<file path="src/rtl/clock_monitor_if.sv">
// Handshake-free status bundle between the clock divider side and the monitor.
// master drives the clocks under test and clr_err; slave returns lock/error status.
interface clock_monitor_if #(
    parameter int CNT_W = 8
);
    logic             w_clk_in;
    logic             r_clk_in;
    logic             clr_err;
    logic             w_locked;
    logic             r_locked;
    logic             w_err;
    logic             r_err;
    logic [CNT_W-1:0] w_period;
    logic [CNT_W-1:0] r_period;
    logic [CNT_W-1:0] w_err_cnt;
    logic [CNT_W-1:0] r_err_cnt;

    modport master (
        output w_clk_in, r_clk_in, clr_err,
        input  w_locked, r_locked, w_err, r_err,
        input  w_period, r_period, w_err_cnt, r_err_cnt
    );

    modport slave (
        input  w_clk_in, r_clk_in, clr_err,
        output w_locked, r_locked, w_err, r_err,
        output w_period, r_period, w_err_cnt, r_err_cnt
    );
endinterface

</file>
<file path="src/rtl/clock_monitor.sv">
// Half-period monitor for the divided write/read clocks, sampled on clk_in.
// Each channel tracks lock, last half-period and sticky loss-of-lock errors.
module clock_monitor_ch #(
    parameter int HALF       = 2,
    parameter int LOCK_COUNT = 4,
    parameter int CNT_W      = 8
) (
    input  logic             clk_in,
    input  logic             reset,
    input  logic             clk_meas,
    input  logic             clr_err,
    output logic             locked,
    output logic             err,
    output logic [CNT_W-1:0] period,
    output logic [CNT_W-1:0] err_cnt
);
    localparam logic [1:0] UNLOCKED = 2'd0;
    localparam logic [1:0] LOCKING  = 2'd1;
    localparam logic [1:0] LOCKED   = 2'd2;

    localparam logic [CNT_W-1:0] HALF_V = CNT_W'(HALF);
    localparam logic [CNT_W-1:0] ONE    = {{(CNT_W-1){1'b0}}, 1'b1};
    localparam logic [CNT_W-1:0] ALL1   = {CNT_W{1'b1}};
    localparam logic [3:0]       LC_V   = 4'(LOCK_COUNT);

    logic             s1, s2, s3;
    logic [CNT_W-1:0] run;
    logic [1:0]       state;
    logic [3:0]       good;
    logic             tog, match, bad, lost;

    assign tog    = s2 ^ s3;
    assign match  = tog && (run == HALF_V);
    // a missing edge is caught exactly once, when run reaches HALF
    assign bad    = (tog && (run != HALF_V)) || (!tog && (run == HALF_V));
    assign lost   = (state == LOCKED) && bad;
    assign locked = (state == LOCKED);

    always_ff @(posedge clk_in or posedge reset) begin
        if (reset) begin
            s1      <= 1'b0;
            s2      <= 1'b0;
            s3      <= 1'b0;
            run     <= '0;
            period  <= '0;
            state   <= UNLOCKED;
            good    <= 4'd0;
            err     <= 1'b0;
            err_cnt <= '0;
        end else begin
            s1 <= clk_meas;
            s2 <= s1;
            s3 <= s2;

            if (tog)
                run <= ONE;
            else if (run != ALL1)
                run <= run + ONE;

            if (tog)
                period <= run;

            case (state)
                UNLOCKED: begin
                    if (tog) begin
                        state <= LOCKING;
                        good  <= 4'd0;
                    end
                end
                LOCKING: begin
                    if (match) begin
                        good <= good + 4'd1;
                        if (good + 4'd1 == LC_V)
                            state <= LOCKED;
                    end else if (bad) begin
                        good <= 4'd0;
                    end
                end
                LOCKED: begin
                    if (bad)
                        state <= UNLOCKED;
                end
                default: state <= UNLOCKED;
            endcase

            // a loss of lock outranks a simultaneous clear
            if (lost) begin
                err <= 1'b1;
                if (clr_err)
                    err_cnt <= ONE;
                else if (err_cnt != ALL1)
                    err_cnt <= err_cnt + ONE;
            end else if (clr_err) begin
                err     <= 1'b0;
                err_cnt <= '0;
            end
        end
    end
endmodule

module clock_monitor #(
    parameter int W_HALF     = 2,
    parameter int R_HALF     = 3,
    parameter int LOCK_COUNT = 4,
    parameter int CNT_W      = 8
) (
    input logic           clk_in,
    input logic           reset,
    clock_monitor_if.slave bus
);
    clock_monitor_ch #(
        .HALF(W_HALF), .LOCK_COUNT(LOCK_COUNT), .CNT_W(CNT_W)
    ) u_w (
        .clk_in  (clk_in),
        .reset   (reset),
        .clk_meas(bus.w_clk_in),
        .clr_err (bus.clr_err),
        .locked  (bus.w_locked),
        .err     (bus.w_err),
        .period  (bus.w_period),
        .err_cnt (bus.w_err_cnt)
    );

    clock_monitor_ch #(
        .HALF(R_HALF), .LOCK_COUNT(LOCK_COUNT), .CNT_W(CNT_W)
    ) u_r (
        .clk_in  (clk_in),
        .reset   (reset),
        .clk_meas(bus.r_clk_in),
        .clr_err (bus.clr_err),
        .locked  (bus.r_locked),
        .err     (bus.r_err),
        .period  (bus.r_period),
        .err_cnt (bus.r_err_cnt)
    );
endmodule

</file>
<file path="src/flat_wrapper.sv">
// flat-port wrapper written by rule: the top's interface ports become plain ports
module clock_monitor_flat 
#(
    parameter int W_HALF     = 2,
    parameter int R_HALF     = 3,
    parameter int LOCK_COUNT = 4,
    parameter int CNT_W      = 8
)
  (clk_in, reset, bus_w_clk_in, bus_r_clk_in, bus_clr_err, bus_w_locked, bus_r_locked, bus_w_err, bus_r_err, bus_w_period, bus_r_period, bus_w_err_cnt, bus_r_err_cnt);
  clock_monitor_if #(.CNT_W(CNT_W)) bus_i ();
  input logic clk_in;
  input logic reset;
  input wire logic [$bits(bus_i.w_clk_in)-1:0] bus_w_clk_in;
  input wire logic [$bits(bus_i.r_clk_in)-1:0] bus_r_clk_in;
  input wire logic [$bits(bus_i.clr_err)-1:0] bus_clr_err;
  output wire logic [$bits(bus_i.w_locked)-1:0] bus_w_locked;
  output wire logic [$bits(bus_i.r_locked)-1:0] bus_r_locked;
  output wire logic [$bits(bus_i.w_err)-1:0] bus_w_err;
  output wire logic [$bits(bus_i.r_err)-1:0] bus_r_err;
  output wire logic [$bits(bus_i.w_period)-1:0] bus_w_period;
  output wire logic [$bits(bus_i.r_period)-1:0] bus_r_period;
  output wire logic [$bits(bus_i.w_err_cnt)-1:0] bus_w_err_cnt;
  output wire logic [$bits(bus_i.r_err_cnt)-1:0] bus_r_err_cnt;
  assign bus_i.w_clk_in = bus_w_clk_in;
  assign bus_i.r_clk_in = bus_r_clk_in;
  assign bus_i.clr_err = bus_clr_err;
  assign bus_w_locked = bus_i.w_locked;
  assign bus_r_locked = bus_i.r_locked;
  assign bus_w_err = bus_i.w_err;
  assign bus_r_err = bus_i.r_err;
  assign bus_w_period = bus_i.w_period;
  assign bus_r_period = bus_i.r_period;
  assign bus_w_err_cnt = bus_i.w_err_cnt;
  assign bus_r_err_cnt = bus_i.r_err_cnt;
  clock_monitor #(.W_HALF(W_HALF), .R_HALF(R_HALF), .LOCK_COUNT(LOCK_COUNT), .CNT_W(CNT_W)) u_core (.clk_in(clk_in), .reset(reset), .bus(bus_i));
endmodule
</file>
<file path="config.mk">
export PLATFORM = sky130hd
export DESIGN_NAME = clock_monitor_flat
export DESIGN_NICKNAME = d
export VERILOG_FILES = /design/src/rtl/clock_monitor_if.sv /design/src/rtl/clock_monitor.sv /design/src/flat_wrapper.sv
export SDC_FILE = /design/constraint.sdc
export NUM_CORES = 1
export LEC_CHECK = 0
export CAP_MARGIN = 30
export CORE_MARGIN = 2
export CORE_UTILIZATION = 52
export CTS_BUF_LIST = sky130_fd_sc_hd__clkbuf_4
export CTS_CLUSTER_SIZE = 12
export DETAILED_ROUTE_END_ITERATION = 8
export PLACE_DENSITY = 0.89
export SYNTH_ARGS = -nofsm -noshare
export SYNTH_HDL_FRONTEND = slang
export SYNTH_SLANG_ARGS = --single-unit
</file>
<file path="constraint.sdc">
create_clock -name clk_in -period 2.2 [get_ports clk_in]
set_input_delay 0.44 -clock clk_in [delete_from_list [all_inputs] [get_ports clk_in]]
set_output_delay 0.44 -clock clk_in [all_outputs]
set_load 0.01 [all_outputs]
</file>
Figure 1. Selected gate families (run 1).
Drawn at 3 px/um.
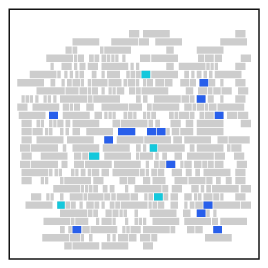
non-inverting ao/oa cells -> cyan  # cells 5, most used a21o_1
xor and xnor cells -> blue  # cells 13, most used xor2_1

Figure 2. Metal 1 (run 1).
Drawn at 3 px/um.
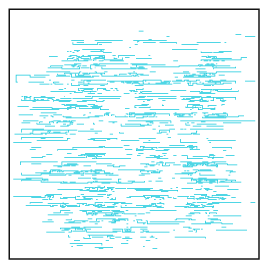
longest straight run = 24.8 um
wire length on this layer = 2,920 um

==> flow_summary_export.csv, run 1 <==
group,metric,value,unit
setup_path,cp.depth,10,
synth,ys_types,44,
timing,setup_violations,0,
setup_path,worstSetupEndpoint,"u_core.u_w.err_cnt[4]$_DFFE_PP0P_",
die,num_io_pins,41,
pwr,intPower,1.706,mW
timing,worstMarginPinSlew,0.5575,ns
setup_path,cp-startpoint,"u_core.u_w.run[0]$_DFFE_PP0P_",
setup_path,crit_path_end_kind,"flop",
die,die_h,82.72,um
clock_network,cts_sinks,68,
grt,grt_first_pass_wirelength,10.73,mm
cells_and_area,lay_top_count,"nand2_1",
grt,grt_max_degree,69,
synth,syn-num-nets,355,
setup_path,critPathKind,"reg -> reg",
grt,first_global_vias,2433,
setup_path,rrSetupSlack,0.09,ns
clock_network,numCtsBuffers,9,
detailed_routing,wl,6.382,mm
clock_network,cts_hold_buf,0,
clock_network,clock_latency,0.40,ns
timing,clock_skew,0.01301,ns
timing,min_period_over_period,0.9571,
setup_path,cp_max_fo,7,
die,dieArea,6842,um2
timing,maxSlewHeadroom,0.6263,
pwr,p_seq,1.37,mW
status,outcome,"complete, no violations",
setup_path,cpLargestDelayFamily,"simple AND/OR/NAND/NOR gates",
cells_and_area,area_growth,22.02,%
setup_path,r2r_cells,10,
timing,rsz0062_at_grt,"false",
setup_path,slowest_stage,"dfrtp_1",
timing,worst_slack,0.09449,ns
pwr,power.switching,0.6787,mW
synth,syn_avg_cell_area,9.532,um2
timing,setup_tns,0,ns
pwr,p_per_area,606.6,nW/um2
die,row_count,28,
detailed_routing,drtIter0Drc,186,
pwr,p_sw_frac,0.2846,
placement,routabilityCongestion,0.8050,
timing,drv_slew,0,
cells_and_area,final_area,3931,um2
pwr,combPwrFrac,0.145,
pwr,p_seq_frac,0.576,
synth,ys_seq_frac,0.5282,
placement,dp_cells,454,
setup_path,crit-reg2reg-launch,"u_core.u_w.run[0]$_DFFE_PP0P_",
placement,io_buffers,40,
die,fp_util,0.5410,
setup_path,path_buffers,2,
pwr,top_power_group,"sequential cells",
setup_path,startpoint_type,"flop",
cells_and_area,drive_gt1_frac,0.1033,
synth,synthCells,338,
pwr,powerComb,0.347,mW
job,tool_warnings,30,
synth,ys.flops,68,
synth,syn_area,3222,um2
setup_path,reg2reg_to,"u_core.u_w.err_cnt[4]$_DFFE_PP0P_",
detailed_routing,vias_per_cell,5.530,
clock_network,cts_htree_levels,3,
cells_and_area,post-route-util,0.6601,
timing,fin_crit,2.106,ns
hold_path,min_to,"u_core.u_w.s2$_DFF_PP0_",
cells_and_area,layoutNonFillerInstCount,472,
detailed_routing,avgRoutedWirePerCell,13.52,um
detailed_routing,first_pass_iters,4,
grt,grt.overflow.total,0,
cells_and_area,insertedDiodeCount,0,
synth,ys_cells,338,
placement,dpl-instance-area,3771,um2
synth,ff_type,"dfrtp_1",
Figure 3. Congestion heat map (run 1).
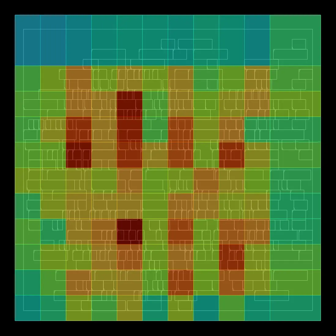
grt peak-use layer: met2
grt met2 use: 0.3355
met1 track demand over resource: 0.2673

## run 1: logic make-up after synthesis
kind of cell,synth area share
compound gates,0.1177
mux,0.01243
fa+ha+maj,0.04660
flops,0.5282
buf+inv,0.02874
xor+xnor,0.03767
simple gates,0.2287
## run 1: layer usage
metal / share of wire / vias to the layer above
met5: 0 / -
met4: 0.015 / 0
met2: 0.49 / 62
met1: 0.46 / 1253
li1: - / 1285
met3: 0.042 / 10
## run 1: cells in the mapped netlist (8+ instances only)
master | count | area share
nand2_1 | 75 | 0.087
dfrtp_1 | 68 | 0.53
nor2_1 | 23 | 0.027
o21ai_0 | 22 | 0.034
inv_1 | 14 | 0.016
nand3_1 | 13 | 0.020
ha_1 | 12 | 0.047
nor3_1 | 9 | 0.014
o211ai_1 | 9 | 0.021
xor2_1 | 9 | 0.024
a21oi_1 | 8 | 0.012
clkbuf_1 | 8 | 0.0093
## run 1: final cells by class
| class | instances | area, um2 |
|---|---|---|
| multi-input combinational | 246 | 1465 |
| inverter | 14 | 52.55 |
| sequential | 68 | 1703 |
| clock buffer | 10 | 75.07 |
| tap | 75 | 93.84 |
| clock inverter | 6 | 31.28 |
| timing repair buffer | 53 | 510.5 |
| fill | 489 | 2024 |
## run 1: registers in the layout (all words and copies together) (netlist names), 2 cells and up
signal              count
u_core.u_r.good         4
u_core.u_w.run          8
u_core.u_w.good         4
u_core.u_r.state        2
u_core.u_w.state        2
u_core.u_w.period       8
u_core.u_r.period       8
u_core.u_w.err_cnt      8
u_core.u_r.run          8
u_core.u_r.err_cnt      8
## run 1: what timing repair did
| item | in CTS | in global routing |
|---|---|---|
| buffers inserted | 0 | 2 |
| setup endpoints to repair | 0 | 17 |
| resized | 0 | 10 |
==> inputs of run 2 (changes only) <==
--- a/config.mk
+++ b/config.mk
@@ -11,7 +11,8 @@
 export CTS_BUF_LIST = sky130_fd_sc_hd__clkbuf_4
 export CTS_CLUSTER_SIZE = 12
 export DETAILED_ROUTE_END_ITERATION = 8
-export PLACE_DENSITY = 0.89
+export PLACE_DENSITY = 0.88
 export SYNTH_ARGS = -nofsm -noshare
 export SYNTH_HDL_FRONTEND = slang
+export SYNTH_HIERARCHICAL = 1
 export SYNTH_SLANG_ARGS = --single-unit
Figure 4. Clock wires, drivers and flops (run 2).
Drawn at 3 px/um.
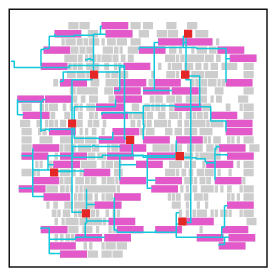
clock wires -> cyan  # length 875 um
flip-flops -> magenta  # count 68
clock drivers -> red  # count 9
routed clock nets = 10

==> run 2 against run 1 <==
  * Worst hold slack got worse by 0.0053 ns
  * Setup slack got worse by 0.035 ns
  * Final cell count rose by 4.0%
  * Sequential power barely moved
  * Area after synthesis rose by 7.1%
==> flow_summary_export.csv, run 2 <==
group,metric,value,unit
clock_network,numCtsBuffers,9,
pwr,ir_worst_vdd,0.4411,mV
detailed_routing,drc,0,
placement,dp_cells,471,
timing,min_period_over_period,0.9732,
setup_path,startpoint_type,"flop",
cells_and_area,final_area,4146,um2
timing,worst_slack,0.05905,ns
synth,ys_cells,355,
pwr,p_per_area,616.8,nW/um2
synth,async_flop_share,1.000,
status,outcome,"complete, no violations",
grt,grt-busiest-layer,"met2",
timing,clock_skew,0.01077,ns
setup_path,critPathKind,"reg -> reg",
setup_path,path_buffers,1,
grt,met2_usage,0.3026,
timing,worstMarginPinSlew,0.7215,ns
cells_and_area,lay_top_count,"nand2_1",
setup_path,slowest_delay,0.44,ns
job,tool_warnings,31,
clock_network,cts_sinks,68,
hold_path,hp-start,"u_core/u_r/s1$_DFF_PP0_",
detailed_routing,drtIter0Drc,124,
synth,yosysTopAreaCell,"dfrtp_1",
grt,grt_max_degree,35,
clock_network,cts_resized,1,
synth,ys_seq_frac,0.4933,
cells_and_area,final_nets,427,
grt,grt_first_pass_wirelength,11.16,mm
pwr,p_seq_frac,0.543,
die,num_io_pins,41,
synth,synthTopCellsByCount,"nand2_1 (71), dfrtp_1 (68), nor2_1 (32)",
detailed_routing,route.met3.wl,214,um
detailed_routing,drt-met1-wl,3.079,mm
die,fp_util,0.5402,
synth,yosysChipArea,3450,um2
setup_path,cp_max_fo,7,
grt,gr-usage-met1,0.2517,
grt,gr-usage-all-layers,0.1903,
setup_path,r2r_cells,9,
pwr,clk-power,0.778,mW
pwr,p_sw_frac,0.2854,
cells_and_area,drive_gt1_frac,0.1256,
synth,area_leaders,"dfrtp_1 (49%), nand2_1 (7.7%), ha_1 (4.7%), o21ai_0 (3.5%), nor2_1 (3.5%)",
synth,ys.flops,68,
detailed_routing,top_layer,"met4",
die,fp.dieW,85.45,um
pwr,combPwrFrac,0.153,
detailed_routing,first_pass_iters,4,
setup_path,cpLargestDelayFamily,"simple AND/OR/NAND/NOR gates",
synth,syn_avg_cell_area,9.717,um2
clock_network,clock_latency,0.42,ns
setup_path,slowest_stage,"dfrtp_1",
timing,drv_slew,0,
setup_path,reg2reg_to,"u_core/u_r/err_cnt[7]$_DFFE_PP0P_",
cells_and_area,post-route-util,0.6493,
clock_network,cts_htree_levels,3,
die,row_count,29,
synth,synthCells,355,
synth,ys_types,51,
pwr,intPower,1.828,mW
hold_path,min_to,"u_core/u_r/s2$_DFF_PP0_",
placement,io_buffers,40,
cells_and_area,layoutNonFillerInstCount,491,
pwr,p_seq,1.39,mW
placement,dpl-instance-area,3956,um2
clock_network,cts_hold_buf,0,
synth,top_cell,"nand2_1",
die,dieArea,7301,um2
timing,maxSlewHeadroom,0.5175,
setup_path,crit_path_end_kind,"flop",
detailed_routing,vias_per_cell,5.517,
hold_path,hold_depth,0,
detailed_routing,wl,6.606,mm
cells_and_area,insertedDiodeCount,0,
timing,setup_violations,0,
timing,setup_tns,0,ns
synth,syn-num-nets,373,
detailed_routing,avgRoutedWirePerCell,13.45,um
synth,syn_area,3450,um2
cells_and_area,nFillCells,509,
detailed_routing,route.met2.wl,3.196,mm
grt,antenna_found_initial,0,
detailed_routing,ant_nets,0,
timing,fin_crit,2.141,ns
clock_network,cts_setup_buffers,0,
setup_path,crit-reg2reg-launch,"u_core/u_r/run[0]$_DFFE_PP0P_",
hold_path,min-delay-path-class,"reg -> reg",
pwr,powerComb,0.392,mW
cells_and_area,area_growth,20.20,%
clock_network,root_buffer,"clkbuf_4",
setup_path,rrSetupSlack,0.06,ns
grt,grt.overflow.total,0,
placement,routabilityCongestion,0.8285,
pwr,top_power_group,"sequential cells",
pwr,power.switching,0.7299,mW
synth,top_cell_area_share,0.4933,
synth,ff_type,"dfrtp_1",
pwr,pwr-share-clk,0.304,
grt,use_met3,0.03502,
grt,first_global_vias,2585,
die,die_h,85.45,um
synth,ys_warn_count,6,
==> run 2: logic make-up (layout without fill, tap and decap cells) <==
kind of cell    Yosys count  count (layout)  synth area share
xor+xnor                 14              14           0.03772
mux                       6               6           0.01741
compound gates           62              62            0.1226
flops                    68              68            0.4933
buf+inv                  25              84           0.03300
fa+ha+maj                13              13           0.04715
simple gates            167             167            0.2488
==> run 2: cell type report <==
| cell class | count | area (um2) | share of cell area |
|---|---|---|---|
| clock inverters | 7 | 57.56 | 0.01388 |
| inverters | 15 | 56.30 | 0.01358 |
| multi-input cells | 262 | 1667 | 0.4019 |
| repair buffers | 53 | 498.0 | 0.1201 |
| flip-flops and latches | 68 | 1704 | 0.4110 |
| clock buffers | 9 | 67.56 | 0.01629 |
| well taps | 77 | 96.34 | 0.02323 |
==> run 2: how the worst max path moves through the flow <==
stage | startpoint | to | slack [ns] | cells past startpoint
after global placement | u_core/u_r/run[0]$_DFFE_PP0P_ | u_core/u_r/err_cnt[7]$_DFFE_PP0P_ | 0.13 | 9
after floorplan | u_core/u_r/run[0]$_DFFE_PP0P_ | u_core/u_r/err_cnt[7]$_DFFE_PP0P_ | 0.25 | 9
after global routing | u_core/u_r/run[0]$_DFFE_PP0P_ | u_core/u_r/err_cnt[7]$_DFFE_PP0P_ | -0.03 | 9
final | u_core/u_r/run[0]$_DFFE_PP0P_ | u_core/u_r/err_cnt[7]$_DFFE_PP0P_ | 0.06 | 9
after CTS | u_core/u_r/state[1]$_DFFE_PP0P_ | bus_r_locked | 0.01 | 2
after detailed placement | u_core/u_r/run[0]$_DFFE_PP0P_ | u_core/u_r/err_cnt[7]$_DFFE_PP0P_ | 0.04 | 9
==> inputs of run 3 (changes only) <==
--- a/config.mk
+++ b/config.mk
@@ -5,6 +5,7 @@
 export SDC_FILE = /design/constraint.sdc
 export NUM_CORES = 1
 export LEC_CHECK = 0
+export ABC_CLOCK_PERIOD_IN_PS = 2200
 export CAP_MARGIN = 30
 export CORE_MARGIN = 2
 export CORE_UTILIZATION = 52
Figure 5. Congestion heat map (run 3).
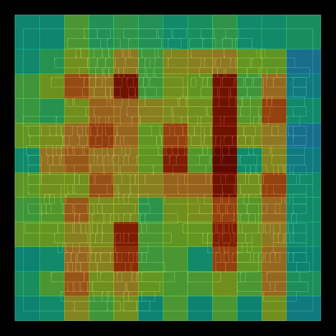
average wire per standard cell: 13.45 um
met1 track demand over resource: 0.2517
Total GRT Usage: 0.1903
routing usage on met3: 0.03502

==> run 3 against run 2 <==
  * Combinational power about the same
  * Sequential share of layout area unchanged
  * Clock skew unchanged
  * Largest cell class unchanged
  * Setup slack unchanged
  * Wire length stayed put
  * Register-to-register slack hardly changed
  * Maximum frequency is the same
  * Largest power group unchanged
  * Total power stayed put
  * Worst hold slack did not move
==> flow_summary_export.csv, run 3 <==
group,metric,value,unit
detailed_routing,wl,6.606,mm
setup_path,slowest_delay,0.44,ns
synth,ys_types,51,
die,row_count,29,
cells_and_area,layoutNonFillerInstCount,491,
placement,dpl-instance-area,3956,um2
synth,xor_share,0.03772,
synth,area_leaders,"dfrtp_1 (49%), nand2_1 (7.7%), ha_1 (4.7%), o21ai_0 (3.5%), nor2_1 (3.5%)",
pwr,power,2.558,mW
detailed_routing,drtIter0Drc,124,
detailed_routing,first_pass_iters,4,
detailed_routing,vias_per_cell,5.517,
synth,top_cell,"nand2_1",
timing,fmax,467.1,MHz
setup_path,crit_arrival,2.43,ns
synth,syn_avg_cell_area,9.717,um2
detailed_routing,drc,0,
clock_network,clk_pin_slew,0.11,ns
synth,synthTopCellsByCount,"nand2_1 (71), dfrtp_1 (68), nor2_1 (32)",
synth,ys_sh_mux,0.01741,
die,fp_util,0.5402,
synth,synthCells,355,
timing,setup_violations,0,
pwr,ir_worst_vdd,0.4411,mV
synth,yosysTopAreaCell,"dfrtp_1",
clock_network,clock_latency,0.42,ns
synth,ys.flops,68,
cells_and_area,insertedDiodeCount,0,
grt,first_global_vias,2585,
die,num_io_pins,41,
cells_and_area,final_area,4146,um2
synth,syn_area,3450,um2
clock_network,cts_hold_buf,0,
hold_path,min-delay-path-class,"reg -> reg",
timing,holdWs,0.3599,ns
placement,dp_cells,471,
die,dieArea,7301,um2
clock_network,clk_path_buf_depth,2,
setup_path,slowest_stage,"dfrtp_1",
timing,hold_violations,0,
grt,antenna_found_initial,0,
setup_path,startpoint_type,"flop",
clock_network,cts_sinks,68,
timing,clock_skew,0.01077,ns
synth,ys_sh_aoi,0.1226,
grt,grt_first_pass_wirelength,11.16,mm
timing,worst_slack,0.05905,ns
synth,logic_family,"simple AND/OR/NAND/NOR gates",
timing,drv_slew,0,
detailed_routing,ant_nets,0,
placement,io_buffers,40,
grt,grt_max_degree,35,
synth,ys_cells,355,
cells_and_area,drive_gt1_frac,0.1256,
job,maxCapViolCount,0,
timing,min_period_over_period,0.9732,
detailed_routing,vias,2709,
clock_network,cts_htree_levels,3,
synth,yosysChipArea,3450,um2
synth,async_flop_share,1.000,
synth,syn-num-nets,373,
synth,ys_warn_count,6,
setup_path,critPathKind,"reg -> reg",
grt,grt.overflow.total,0,
setup_path,crit_chain,"ha_1, nor4b_1, nand2_1, inv_1, ha_2, nand3b_4, nor3_2, mux2i_1, nor2_1",
clock_network,numCtsBuffers,9,
placement,dp_hpwl,4.586,mm
synth,adder_share,0.04715,
cells_and_area,lay_top_count,"nand2_1",
timing,setup_tns,0,ns
die,fp.dieW,85.45,um
setup_path,required,2.49,ns
synth,ff_type,"dfrtp_1",
synth,top_cell_area_share,0.4933,
synth,edf_count,0,
job,tool_warnings,31,
cells_and_area,post-route-util,0.6493,
timing,maxSlewHeadroom,0.5175,
setup_path,cpLargestDelayFamily,"simple AND/OR/NAND/NOR gates",
cells_and_area,final_cell_mix,"nand2_1 (71), dfrtp_1 (66), clkdlybuf4s50_1 (40)",
cells_and_area,final_nets,427,
setup_path,path_buffers,1,
clock_network,cts_tree,"yes",
timing,worstMarginPinSlew,0.7215,ns
synth,yosys.area_share.simple,0.2488,
placement,routabilityCongestion,0.8285,
setup_path,cp_max_fo,7,
cells_and_area,area_growth,20.20,%
placement,pre_cts_ws,0.04261,ns
setup_path,crit_path_end_kind,"flop",
die,core_area,6386,um2
pwr,p_per_area,616.8,nW/um2
status,outcome,"complete, no violations",
timing,fin_crit,2.141,ns
pwr,power_leakage,1.904,nW
die,die_h,85.45,um
clock_network,root_buffer,"clkbuf_4",
synth,ys_seq_frac,0.4933,
[run 3: layer usage]
metal,wire (um),global-route usage,part of all wire,vias to the layer above
met5,0,0,0,-
met4,116,0.09235,0.018,0
met3,214,0.03502,0.032,10
met2,3196,0.3026,0.48,48
met1,3079,0.2517,0.47,1311
li1,-,-,-,1340
[run 3: report_power, final]
part | total (mW) | internal [mW] | switching [mW] | leakage (nW)
Clock | 0.778 | 0.330 | 0.449 | 0.0659
Combinational | 0.392 | 0.180 | 0.211 | 0.932
Sequential | 1.39 | 1.32 | 0.0700 | 0.906
Total | 2.56 | 1.83 | 0.730 | 1.90
[run 3: final timing paths]
check                                               from                           endpoint  slack (ns)  cells past startpoint
max                        u_core/u_r/run[0]$_DFFE_PP0P_  u_core/u_r/err_cnt[7]$_DFFE_PP0P_        0.06                      9
min                              u_core/u_r/s1$_DFF_PP0_            u_core/u_r/s2$_DFF_PP0_        0.36                      0
min in group asynchronous                          reset      u_core/u_r/run[3]$_DFFE_PP0P_        0.41                      3
min reg2reg                      u_core/u_r/s1$_DFF_PP0_            u_core/u_r/s2$_DFF_PP0_        0.36                      0
max in group asynchronous                          reset      u_core/u_w/run[0]$_DFFE_PP0P_        1.43                      3
max reg2reg                u_core/u_r/run[0]$_DFFE_PP0P_  u_core/u_r/err_cnt[7]$_DFFE_PP0P_        0.06                      9
[run 3: what timing repair did]
| item | 4_1_cts | 5_1_grt |
|---|---|---|
| resized | 1 | 9 |
| pin swaps | 0 | 1 |
| endpoints found under the setup margin | 1 | 11 |
| setup buffers | 0 | 4 |
[run 3: area by class of cell]
type,count,area (um2)
sequential,68,1704
multi-input combinational,262,1667
clock buffer,9,67.56
clock inverter,7,57.56
inverter,15,56.30
timing repair buffer,53,498.0
tap,77,96.34
fill,509,2240

==> layout pictures side by side <==
Zoomed window.
shot_01.png
Region (52, 52) to (77, 77) um. Cells in grey, sequential cells in the stronger grey; small squares are vias.
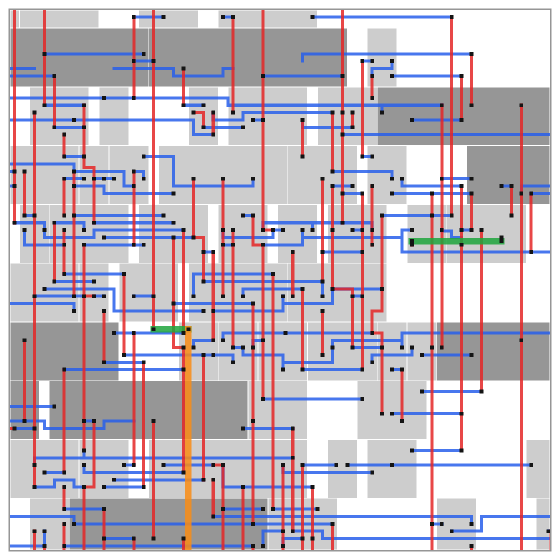
shot_02.png
Region (50, 50) to (75, 75) um. Cells in grey, sequential cells in the stronger grey; small squares are vias.
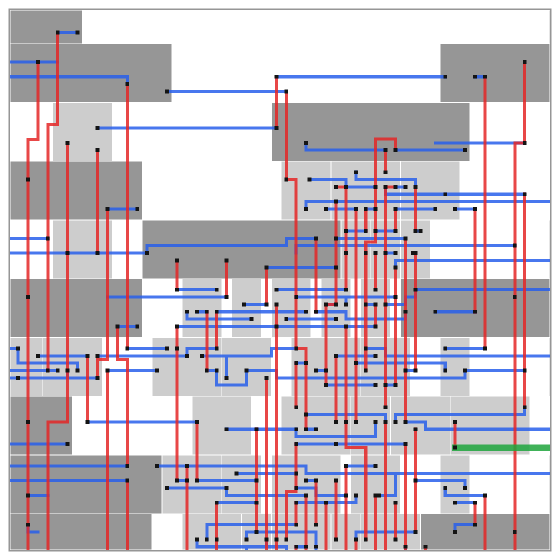
shot_02.png comes from run 1.
shot_01.png comes from run 2.

Key to shot_01.png:
metal 1 -> blue
metal 3 -> green
metal 4 -> orange
metal 2 -> red
netlist names of flops here include = `u_core/u_w/err_cnt` (6), `u_core/u_w/state` (1)
most frequent = dfrtp_1 (7), nand2_1 (4)
sequential cells in the window = 7
cells with their middle in the window = 48

Power and IR drop assume default switching activity.
